## config.mk

```make
export PLATFORM = sky130hd
export DESIGN_NAME = wdma_burst_flat
export DESIGN_NICKNAME = d
export VERILOG_FILES = /design/src/rtl/wdma_burst_if.sv /design/src/rtl/wdma_burst.sv /design/src/flat_wrapper.sv
export SDC_FILE = /design/constraint.sdc
export NUM_CORES = 1
export LEC_CHECK = 0
export CORE_ASPECT_RATIO = 0.6
export CORE_MARGIN = 2
export CORE_UTILIZATION = 39
export CTS_CLUSTER_SIZE = 28
export DETAILED_ROUTE_END_ITERATION = 10
export GPL_ROUTABILITY_DRIVEN = 0
export SLEW_MARGIN = 20
export SYNTH_ARGS = -nofsm -noshare
export SYNTH_HDL_FRONTEND = slang
export SYNTH_SLANG_ARGS = --single-unit
```

## constraint.sdc

```tcl
create_clock -name ap_clk -period 11.3 [get_ports ap_clk]
set_clock_uncertainty 0.05 [all_clocks]
set_input_delay 2.26 -clock ap_clk [delete_from_list [all_inputs] [get_ports ap_clk]]
set_output_delay 2.26 -clock ap_clk [all_outputs]
set_load 0.005 [all_outputs]
```

## src/rtl/wdma_burst_if.sv

```systemverilog
`default_nettype none
// ============================================================================
// Module   : wdma_burst_if
// Brief    : AXI4-Stream sink plus AXI4 AW/W/B write channels for wdma_burst.
// Revision : 1.0
// ============================================================================
interface wdma_burst_if #(
   parameter int DATA_W = 32,
   parameter int ADDR_W = 32
);
   logic [DATA_W-1:0]   s_axis_tdata;
   logic                s_axis_tvalid;
   logic                s_axis_tready;
   logic [ADDR_W-1:0]   m_axi_awaddr;
   logic [7:0]          m_axi_awlen;
   logic                m_axi_awvalid;
   logic                m_axi_awready;
   logic [DATA_W-1:0]   m_axi_wdata;
   logic [DATA_W/8-1:0] m_axi_wstrb;
   logic                m_axi_wlast;
   logic                m_axi_wvalid;
   logic                m_axi_wready;
   logic [1:0]          m_axi_bresp;
   logic                m_axi_bvalid;
   logic                m_axi_bready;

   modport master (
      input  s_axis_tdata, s_axis_tvalid,
      output s_axis_tready,
      output m_axi_awaddr, m_axi_awlen, m_axi_awvalid,
      input  m_axi_awready,
      output m_axi_wdata, m_axi_wstrb, m_axi_wlast, m_axi_wvalid,
      input  m_axi_wready,
      input  m_axi_bresp, m_axi_bvalid,
      output m_axi_bready
   );

   modport slave (
      output s_axis_tdata, s_axis_tvalid,
      input  s_axis_tready,
      input  m_axi_awaddr, m_axi_awlen, m_axi_awvalid,
      output m_axi_awready,
      input  m_axi_wdata, m_axi_wstrb, m_axi_wlast, m_axi_wvalid,
      output m_axi_wready,
      output m_axi_bresp, m_axi_bvalid,
      input  m_axi_bready
   );
endinterface

`default_nettype wire

```

## src/rtl/wdma_burst.sv

```systemverilog
`default_nettype none
// ============================================================================
// Module   : wdma_burst
// Brief    : Stream-to-DRAM write DMA; FIFO-buffered AXI4 INCR bursts under
//            ap_start/ap_done control. WDMA_PERF_CNT_EN adds perf counters.
// Revision : 1.0
// ============================================================================
module wdma_burst #(
   parameter int DATA_W     = 32,
   parameter int ADDR_W     = 32,
   parameter int FIFO_DEPTH = 16,
   parameter int BURST_MAX  = 8,
   parameter int LEN_W      = 16
) (
   input  wire               ap_clk,
   input  wire               ap_rst,
   input  wire               ap_start,
   output logic              ap_done,
   output logic              ap_idle,
   output logic              ap_ready,
   input  wire  [ADDR_W-1:0] cfg_base_addr,
   input  wire  [LEN_W-1:0]  cfg_num_beats,
   output logic              err,
`ifdef WDMA_PERF_CNT_EN
   output logic [31:0]       perf_cycles,
   output logic [31:0]       perf_stall,
`endif
   wdma_burst_if.master      bus
);

   localparam int BYTE_SH = $clog2(DATA_W / 8);
   localparam int PTR_W   = $clog2(FIFO_DEPTH);
   localparam int CNT_W   = PTR_W + 1;

   typedef enum logic [2:0] {
      S_IDLE = 3'd0,
      S_ADDR = 3'd1,
      S_DATA = 3'd2,
      S_RESP = 3'd3,
      S_DONE = 3'd4
   } state_t;

   state_t              state_q, state_d;
   logic [DATA_W-1:0]   mem_q [FIFO_DEPTH];
   logic [PTR_W-1:0]    wr_ptr_q, rd_ptr_q;
   logic [CNT_W-1:0]    count_q;
   logic [LEN_W-1:0]    num_q, accepted_q, remaining_q;
   logic [ADDR_W-1:0]   awaddr_q;
   logic [7:0]          awlen_q, beat_q;
   logic                err_q;

   logic                awvalid, wvalid, wlast, bready, tready;
   logic                push, pop, fifo_full, fifo_empty;
   logic                start_fire, aw_fire, b_fire;
   logic [31:0]         blen_cur, rem_after, next_src, next_blen;
   logic [7:0]          next_awlen;

   assign fifo_full  = (count_q == CNT_W'(FIFO_DEPTH));
   assign fifo_empty = (count_q == '0);
   assign tready     = (state_q != S_IDLE) && !fifo_full && (accepted_q < num_q);
   assign push       = bus.s_axis_tvalid && tready;
   assign pop        = wvalid && bus.m_axi_wready;
   assign start_fire = (state_q == S_IDLE) && ap_start;
   assign aw_fire    = awvalid && bus.m_axi_awready;
   assign b_fire     = bready && bus.m_axi_bvalid;

   // Burst length for the next AW: taken from cfg on start, from the remainder after a B.
   assign blen_cur   = 32'(awlen_q) + 32'd1;
   assign rem_after  = 32'(remaining_q) - blen_cur;
   assign next_src   = (state_q == S_IDLE) ? 32'(cfg_num_beats) : rem_after;
   assign next_blen  = (next_src > 32'(BURST_MAX)) ? 32'(BURST_MAX) : next_src;
   assign next_awlen = (next_blen == 32'd0) ? awlen_q : 8'(next_blen - 32'd1);

   always_ff @(posedge ap_clk or posedge ap_rst) begin
      if (ap_rst) begin
         state_q <= S_IDLE;
      end else begin
         state_q <= state_d;
      end
   end

   always_comb begin
      state_d  = state_q;
      ap_idle  = 1'b0;
      ap_done  = 1'b0;
      ap_ready = 1'b0;
      awvalid  = 1'b0;
      wvalid   = 1'b0;
      wlast    = 1'b0;
      bready   = 1'b0;
      case (state_q)
         S_IDLE: begin
            ap_idle = 1'b1;
            if (ap_start) begin
               state_d = (cfg_num_beats == '0) ? S_DONE : S_ADDR;
            end
         end
         S_ADDR: begin
            // Only announce a burst once every beat of it is already buffered.
            awvalid = (32'(count_q) >= blen_cur);
            if (awvalid && bus.m_axi_awready) begin
               state_d = S_DATA;
            end
         end
         S_DATA: begin
            wvalid = !fifo_empty;
            wlast  = wvalid && (beat_q == awlen_q);
            if (wlast && bus.m_axi_wready) begin
               state_d = S_RESP;
            end
         end
         S_RESP: begin
            bready = 1'b1;
            if (bus.m_axi_bvalid) begin
               state_d = (rem_after == 32'd0) ? S_DONE : S_ADDR;
            end
         end
         S_DONE: begin
            ap_done  = 1'b1;
            ap_ready = 1'b1;
            state_d  = S_IDLE;
         end
         default: state_d = S_IDLE;
      endcase
   end

   always_ff @(posedge ap_clk or posedge ap_rst) begin
      if (ap_rst) begin
         wr_ptr_q <= '0;
         rd_ptr_q <= '0;
         count_q  <= '0;
      end else begin
         if (push) wr_ptr_q <= wr_ptr_q + PTR_W'(1);
         if (pop)  rd_ptr_q <= rd_ptr_q + PTR_W'(1);
         case ({push, pop})
            2'b10:   count_q <= count_q + CNT_W'(1);
            2'b01:   count_q <= count_q - CNT_W'(1);
            default: count_q <= count_q;
         endcase
      end
   end

   always_ff @(posedge ap_clk) begin
      if (push) mem_q[wr_ptr_q] <= bus.s_axis_tdata;
   end

   always_ff @(posedge ap_clk or posedge ap_rst) begin
      if (ap_rst) begin
         num_q       <= '0;
         accepted_q  <= '0;
         remaining_q <= '0;
         awaddr_q    <= '0;
         awlen_q     <= '0;
         beat_q      <= '0;
         err_q       <= 1'b0;
      end else if (start_fire) begin
         num_q       <= cfg_num_beats;
         accepted_q  <= '0;
         remaining_q <= cfg_num_beats;
         awaddr_q    <= cfg_base_addr;
         awlen_q     <= next_awlen;
         beat_q      <= '0;
         err_q       <= 1'b0;
      end else begin
         if (push) accepted_q <= accepted_q + LEN_W'(1);
         if (aw_fire) begin
            beat_q <= '0;
         end else if (pop) begin
            beat_q <= beat_q + 8'd1;
         end
         if (b_fire) begin
            remaining_q <= remaining_q - LEN_W'(blen_cur);
            awaddr_q    <= awaddr_q + (ADDR_W'(blen_cur) << BYTE_SH);
            awlen_q     <= next_awlen;
            if (bus.m_axi_bresp != 2'b00) err_q <= 1'b1;
         end
      end
   end

`ifdef WDMA_PERF_CNT_EN
   logic [31:0] perf_cycles_q, perf_stall_q;
   logic        stall;

   assign stall = (awvalid && !bus.m_axi_awready) || (wvalid && !bus.m_axi_wready);

   always_ff @(posedge ap_clk or posedge ap_rst) begin
      if (ap_rst) begin
         perf_cycles_q <= '0;
         perf_stall_q  <= '0;
      end else if (start_fire) begin
         perf_cycles_q <= '0;
         perf_stall_q  <= '0;
      end else begin
         if ((state_q != S_IDLE) && (perf_cycles_q != '1)) perf_cycles_q <= perf_cycles_q + 32'd1;
         if (stall && (perf_stall_q != '1))                perf_stall_q  <= perf_stall_q + 32'd1;
      end
   end

   assign perf_cycles = perf_cycles_q;
   assign perf_stall  = perf_stall_q;
`endif

   assign err               = err_q;
   assign bus.s_axis_tready = tready;
   assign bus.m_axi_awaddr  = awaddr_q;
   assign bus.m_axi_awlen   = awlen_q;
   assign bus.m_axi_awvalid = awvalid;
   assign bus.m_axi_wdata   = mem_q[rd_ptr_q];
   assign bus.m_axi_wstrb   = '1;
   assign bus.m_axi_wlast   = wlast;
   assign bus.m_axi_wvalid  = wvalid;
   assign bus.m_axi_bready  = bready;

endmodule

`default_nettype wire

```

## src/flat_wrapper.sv

```systemverilog
// flat-port wrapper written by rule: the top's interface ports become plain ports
module wdma_burst_flat 
#(
   parameter int DATA_W     = 32,
   parameter int ADDR_W     = 32,
   parameter int FIFO_DEPTH = 16,
   parameter int BURST_MAX  = 8,
   parameter int LEN_W      = 16
)
  (ap_clk, ap_rst, ap_start, ap_done, ap_idle, ap_ready, cfg_base_addr, cfg_num_beats, err, bus_s_axis_tdata, bus_s_axis_tvalid, bus_s_axis_tready, bus_m_axi_awaddr, bus_m_axi_awlen, bus_m_axi_awvalid, bus_m_axi_awready, bus_m_axi_wdata, bus_m_axi_wstrb, bus_m_axi_wlast, bus_m_axi_wvalid, bus_m_axi_wready, bus_m_axi_bresp, bus_m_axi_bvalid, bus_m_axi_bready);
  wdma_burst_if #(.DATA_W(DATA_W), .ADDR_W(ADDR_W)) bus_i ();
  input  wire ap_clk;
  input  wire ap_rst;
  input  wire ap_start;
  output logic ap_done;
  output logic ap_idle;
  output logic ap_ready;
  input  wire  [ADDR_W-1:0] cfg_base_addr;
  input  wire  [LEN_W-1:0] cfg_num_beats;
  output logic err;
  input wire logic [$bits(bus_i.s_axis_tdata)-1:0] bus_s_axis_tdata;
  input wire logic [$bits(bus_i.s_axis_tvalid)-1:0] bus_s_axis_tvalid;
  output wire logic [$bits(bus_i.s_axis_tready)-1:0] bus_s_axis_tready;
  output wire logic [$bits(bus_i.m_axi_awaddr)-1:0] bus_m_axi_awaddr;
  output wire logic [$bits(bus_i.m_axi_awlen)-1:0] bus_m_axi_awlen;
  output wire logic [$bits(bus_i.m_axi_awvalid)-1:0] bus_m_axi_awvalid;
  input wire logic [$bits(bus_i.m_axi_awready)-1:0] bus_m_axi_awready;
  output wire logic [$bits(bus_i.m_axi_wdata)-1:0] bus_m_axi_wdata;
  output wire logic [$bits(bus_i.m_axi_wstrb)-1:0] bus_m_axi_wstrb;
  output wire logic [$bits(bus_i.m_axi_wlast)-1:0] bus_m_axi_wlast;
  output wire logic [$bits(bus_i.m_axi_wvalid)-1:0] bus_m_axi_wvalid;
  input wire logic [$bits(bus_i.m_axi_wready)-1:0] bus_m_axi_wready;
  input wire logic [$bits(bus_i.m_axi_bresp)-1:0] bus_m_axi_bresp;
  input wire logic [$bits(bus_i.m_axi_bvalid)-1:0] bus_m_axi_bvalid;
  output wire logic [$bits(bus_i.m_axi_bready)-1:0] bus_m_axi_bready;
  assign bus_i.s_axis_tdata = bus_s_axis_tdata;
  assign bus_i.s_axis_tvalid = bus_s_axis_tvalid;
  assign bus_s_axis_tready = bus_i.s_axis_tready;
  assign bus_m_axi_awaddr = bus_i.m_axi_awaddr;
  assign bus_m_axi_awlen = bus_i.m_axi_awlen;
  assign bus_m_axi_awvalid = bus_i.m_axi_awvalid;
  assign bus_i.m_axi_awready = bus_m_axi_awready;
  assign bus_m_axi_wdata = bus_i.m_axi_wdata;
  assign bus_m_axi_wstrb = bus_i.m_axi_wstrb;
  assign bus_m_axi_wlast = bus_i.m_axi_wlast;
  assign bus_m_axi_wvalid = bus_i.m_axi_wvalid;
  assign bus_i.m_axi_wready = bus_m_axi_wready;
  assign bus_i.m_axi_bresp = bus_m_axi_bresp;
  assign bus_i.m_axi_bvalid = bus_m_axi_bvalid;
  assign bus_m_axi_bready = bus_i.m_axi_bready;
  wdma_burst #(.DATA_W(DATA_W), .ADDR_W(ADDR_W), .FIFO_DEPTH(FIFO_DEPTH), .BURST_MAX(BURST_MAX), .LEN_W(LEN_W)) u_core (.ap_clk(ap_clk), .ap_rst(ap_rst), .ap_start(ap_start), .ap_done(ap_done), .ap_idle(ap_idle), .ap_ready(ap_ready), .cfg_base_addr(cfg_base_addr), .cfg_num_beats(cfg_num_beats), .err(err), .bus(bus_i));
endmodule
```

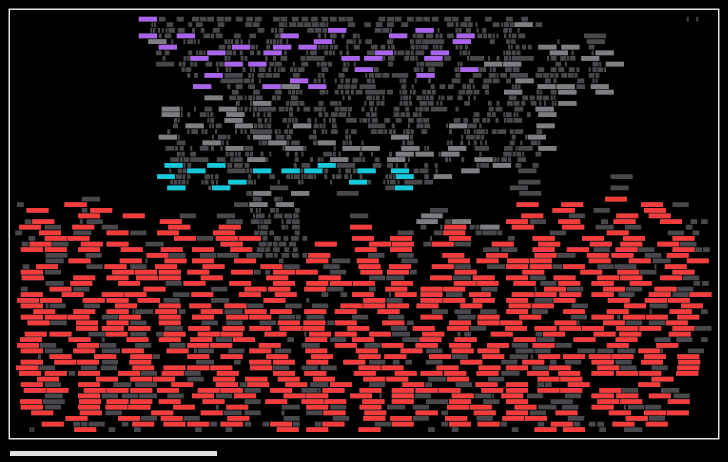
Figure 1: run 1, sequential cells coloured by netlist name.
Bar = 100 µm.
Red stands for u_core.mem_q, flops 512. Purple stands for u_core.bus.m_axi_awaddr, flops 32. Cyan stands for u_core.accepted_q, flops 16.

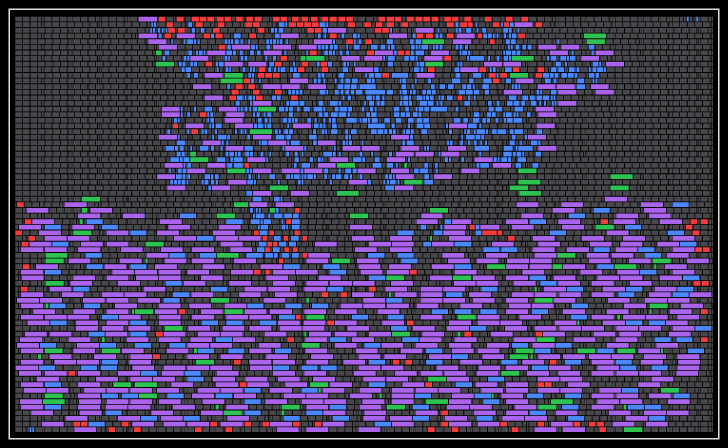
Figure 2: run 1, cells coloured by class.
Fill, decap, tap and diode cells in grey.
Blue stands for combinational and other logic, cells 912, share of their area 27%. Red stands for remaining buffers and delay cells, cells 197, share of their area 6.2%. Purple stands for sequential cells, cells 625, share of their area 59%. Green stands for clock drivers and dummy loads, cells 109, share of their area 7.1%.

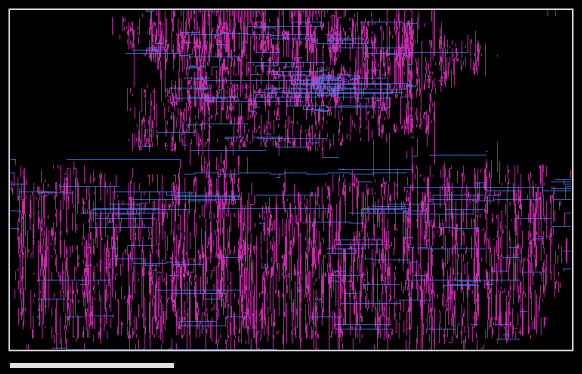
Figure 3: run 1, metal layers overlaid.
Bar = 100 µm. Only two layers are drawn.
Magenta stands for metal 2, wire length 29.7 mm. Blue stands for metal 3, wire length 4,800 µm.

==> impl_metrics.yaml, run 1 <==
# generated from flow reports
status:
  run_status: "finished clean"
pwr:
  pwr.group.clock_mw: 2.21
  vdd_drop_max_v: 0.000205
  largestPowerGroup: "registers"
  power_report.internal_total_mw: 5.41
  pg_comb_mw: 2.60
final_layout:
  layout.clock_buffers: 68
  final_common_cell: "edfxtp_1"
  finish.utilization_pct: 46.8
  sequential_cell_area_mm2: 0.0182
  n_sequential_cell: 625
  portion_of_the_layout_cell_area_used_by_non_clock_buffers_pct: 6.02
  filler_cell_count: 5777
  synthToLayoutAreaGrowth_pct: 18.7
  area_dominant_class: "flip-flops and latches"
  num-nonclk-buffers: 197
  multi_input_gate_share_of_the_layout_cell_area_pct: 25.6
  largest_register_ffs: 512
  seq_area_share_pct: 57.3
  layout.clock.cell_area_share_pct: 6.82
  antenna_cells_inserted: 2
  regMostFlops: "u_core.mem_q"
  layout.cells.non_filler: 2757
route:
  dr.max_layer_used: "met4"
  number_of_nets_with_antenna_violations_after_routing: 0
  drtIter0Drc: 1635
timing:
  slew_violations: 0
  setup_viol: 0
  timing.final.hold_violations: 0
  hold-worst-slack_ns: 0.424
  worstMarginPinSlew_ns: 1.10
  setup_tns_ns: 0
  worst_slew_margin_rel_pct: 26.7
worst_setup_path:
  critical-path-max-stage-delay_ns: 0.58
  crit_end: "u_core.bus.m_axi_awlen[3]"
  cp-end-kind: "register"
  reg2reg_setup_slack_ns: 4.38
  crit_family: "AND-OR/OR-AND gates"
  worstSetupPathDepth: 28
  critPathRequiredTime_ns: 11.81
  regToRegStartpoint: "u_core.bus.m_axi_awlen[0]"
  worst_setup_path_start_kind: "register"
  r2r_end: "u_core.bus.m_axi_awlen[3]"
synth:
  postSynth.topFlopCell: "edfxtp_1"
  aoi_share_pct: 5.27
  ys_top_cells_by_count: "edfxtp_1 (512), mux4_2 (160), dfrtp_1 (113), nand2_1 (107), nor2_1 (92)"
  yosysMostFrequentCell: "edfxtp_1"
  ys_seq_share_pct: 67.9
  yosys_cells: 1620
  synth-area-yosys_mm2: 0.0268
  yosys-dominant-comb-family: "multiplexers"
  synth.cellmix.xorXnorShare_pct: 2.25
  yosysTopAreaCell: "edfxtp_1"
clock_network:
  cts.clk_slew.worst_paths_ns: 0.07
  cts-root-to-sink-buffers: 3
  post_cts_resized: 0
  clock_tree.htree_level_count: 2
  post_cts.repair.setup_buffers: 0
  ctsHoldBuffers: 0
  clock-sinks: 625
  clk_lat_worst_skew_ns: 0.63
global_route:
  busiest_layer: "met1"
  grt_util_all_layers_pct: 19.0
  grt_first_pass_wirelength_um: 101000
floorplanning:
  n_tap_cell: 912
  die.size.x_um: 342
  fp.dieArea_mm2: 0.0709
worst_hold_path:
  hold_path_startpoint: "u_core.bus.m_axi_awaddr[0]"
  hold_class: "reg2reg"
  timing.hold.worst_path_depth: 2
  whs_endpoint: "u_core.bus.m_axi_awaddr[0]"
placed_design:
  hpwlAfterDp_um: 38700
  dpl_cell_area_mm2: 0.0296
==> inputs of run 2 (changes only) <==
==> constraint.sdc (replaced) <==
create_clock -name ap_clk -period 6.4 [get_ports ap_clk]
set_clock_uncertainty 0.05 [all_clocks]
set_input_delay 1.28 -clock ap_clk [delete_from_list [all_inputs] [get_ports ap_clk]]
set_output_delay 1.28 -clock ap_clk [all_outputs]
set_load 0.005 [all_outputs]
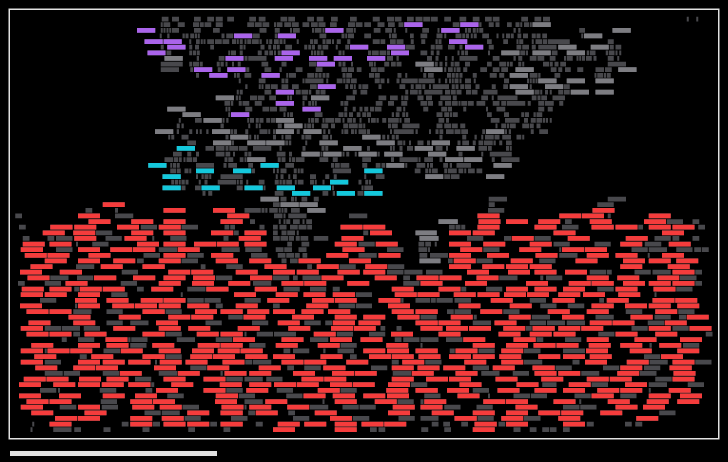
Figure 4: run 2, sequential cells coloured by netlist name.
Bar = 100 µm.
Purple stands for u_core.bus.m_axi_awaddr, flops 32. Cyan stands for u_core.accepted_q, flops 16. Red stands for u_core.mem_q, flops 512.

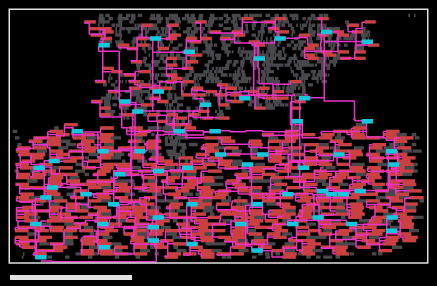
Figure 5: run 2, clock distribution.
Bar = 100 µm.
Red stands for flip-flops, count 625. Cyan stands for clock drivers, count 58. Magenta stands for clock wires, length 7,550 µm.
Position of the flops: widely spread.

==> run 2 against run 1 <==
  * Area after synthesis stayed put
  * Clock-buffer cell count grew 3
  * Clock power increased by 53%
  * First-iteration DRC count is 1.2% lower
  * Register-to-register slack got worse by 4.0 ns
  * Via count is essentially flat
  * Worst setup slack got worse by 4.0 ns
  * Global-route usage is 0.16 points lower
  * Critical endpoint is now u_core.bus.m_axi_awlen[7]
==> impl_metrics.yaml, run 2 <==
# generated from flow reports
synth:
  yosysMostFrequentCell: "edfxtp_1"
  synth.cellmix.xorXnorShare_pct: 2.25
  ys_top_cells_by_count: "edfxtp_1 (512), mux4_2 (160), dfrtp_1 (113), nand2_1 (107), nor2_1 (92)"
  area_share_of_the_largest_cell_type_after_synthesis_pct: 57.4
  postSynth.topFlopCell: "edfxtp_1"
  yosys_cells: 1620
  ys_seq_share_pct: 67.9
  yosysTopAreaCell: "edfxtp_1"
  aoi_share_pct: 5.27
  synth.yosys.warnings: 0
  yosys-dominant-comb-family: "multiplexers"
  synth-area-yosys_mm2: 0.0268
timing:
  worst_slew_margin_rel_pct: 33.5
  worstMarginPinSlew_ns: 0.998
  hold-worst-slack_ns: 0.437
  timing.final.hold_violations: 0
clock_network:
  ctsHoldBuffers: 0
  post_cts_resized: 1
  post_cts.repair.setup_buffers: 1
  clk_lat_worst_skew_ns: 0.63
  clock-sinks: 625
  cts.clk_slew.worst_paths_ns: 0.06
  clock_tree.htree_level_count: 2
  cts-root-to-sink-buffers: 3
worst_hold_path:
  timing.hold.worst_path_depth: 2
  hold_class: "reg2reg"
  whs_endpoint: "u_core.bus.m_axi_awaddr[1]"
worst_setup_path:
  cp-end-kind: "register"
  critPathRequiredTime_ns: 6.91
  reg2reg_setup_slack_ns: 0.39
  critical-path-max-stage-delay_ns: 0.41
  crit_family: "AND-OR/OR-AND gates"
  r2r_end: "u_core.bus.m_axi_awlen[7]"
  regToRegStartpoint: "u_core.bus.m_axi_awlen[1]"
  worstSetupPathDepth: 29
  crit_end: "u_core.bus.m_axi_awlen[7]"
  worst_setup_path_start_kind: "register"
pwr:
  pg_comb_mw: 4.79
  pwr.group.clock_mw: 3.38
  power_report.internal_total_mw: 9.17
route:
  number_of_nets_with_antenna_violations_after_routing: 0
  dr.max_layer_used: "met5"
  drtIter0Drc: 1615
final_layout:
  multi_input_gate_share_of_the_layout_cell_area_pct: 25.9
  n_sequential_cell: 625
  antenna_cells_inserted: 1
  final_common_cell: "edfxtp_1"
  finish.utilization_pct: 46.8
  regMostFlops: "u_core.mem_q"
  portion_of_the_layout_cell_area_used_by_non_clock_buffers_pct: 6.78
  num-nonclk-buffers: 224
  layout.cells.non_filler: 2781
  seq_area_share_pct: 57.3
  layout.clock_buffers: 71
  synthToLayoutAreaGrowth_pct: 18.6
  area_dominant_class: "flip-flops and latches"
  layout.clock.cell_area_share_pct: 5.79
placed_design:
  dpl_cell_area_mm2: 0.0298
  hpwlAfterDp_um: 41000
floorplanning:
  die.size.x_um: 342
  fp.dieArea_mm2: 0.0709
global_route:
  grt_util_all_layers_pct: 18.8
  busiest_layer: "met1"
status:
  run_status: "finished clean"
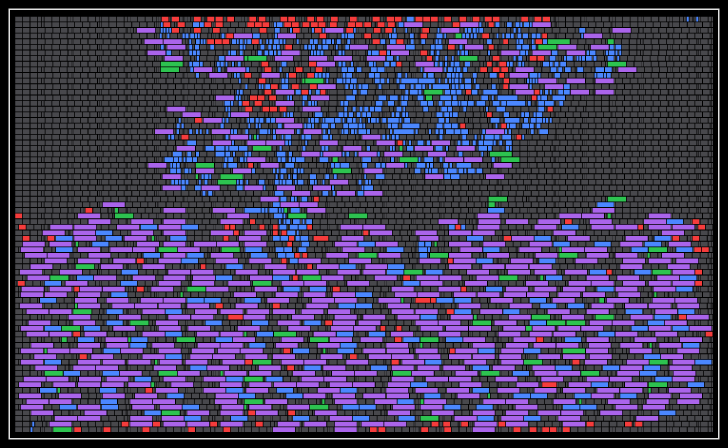
Figure 6: run 2, cells coloured by class.
Fill, decap, tap and diode cells in grey.
Blue stands for combinational and other logic, cells 912, share of their area 28%. Green stands for clock drivers and dummy loads, cells 107, share of their area 6.0%. Purple stands for sequential cells, cells 625, share of their area 59%. Red stands for remaining buffers and delay cells, cells 224, share of their area 7.0%.

No activity file was given, so power comes from the tool's default toggle rates.
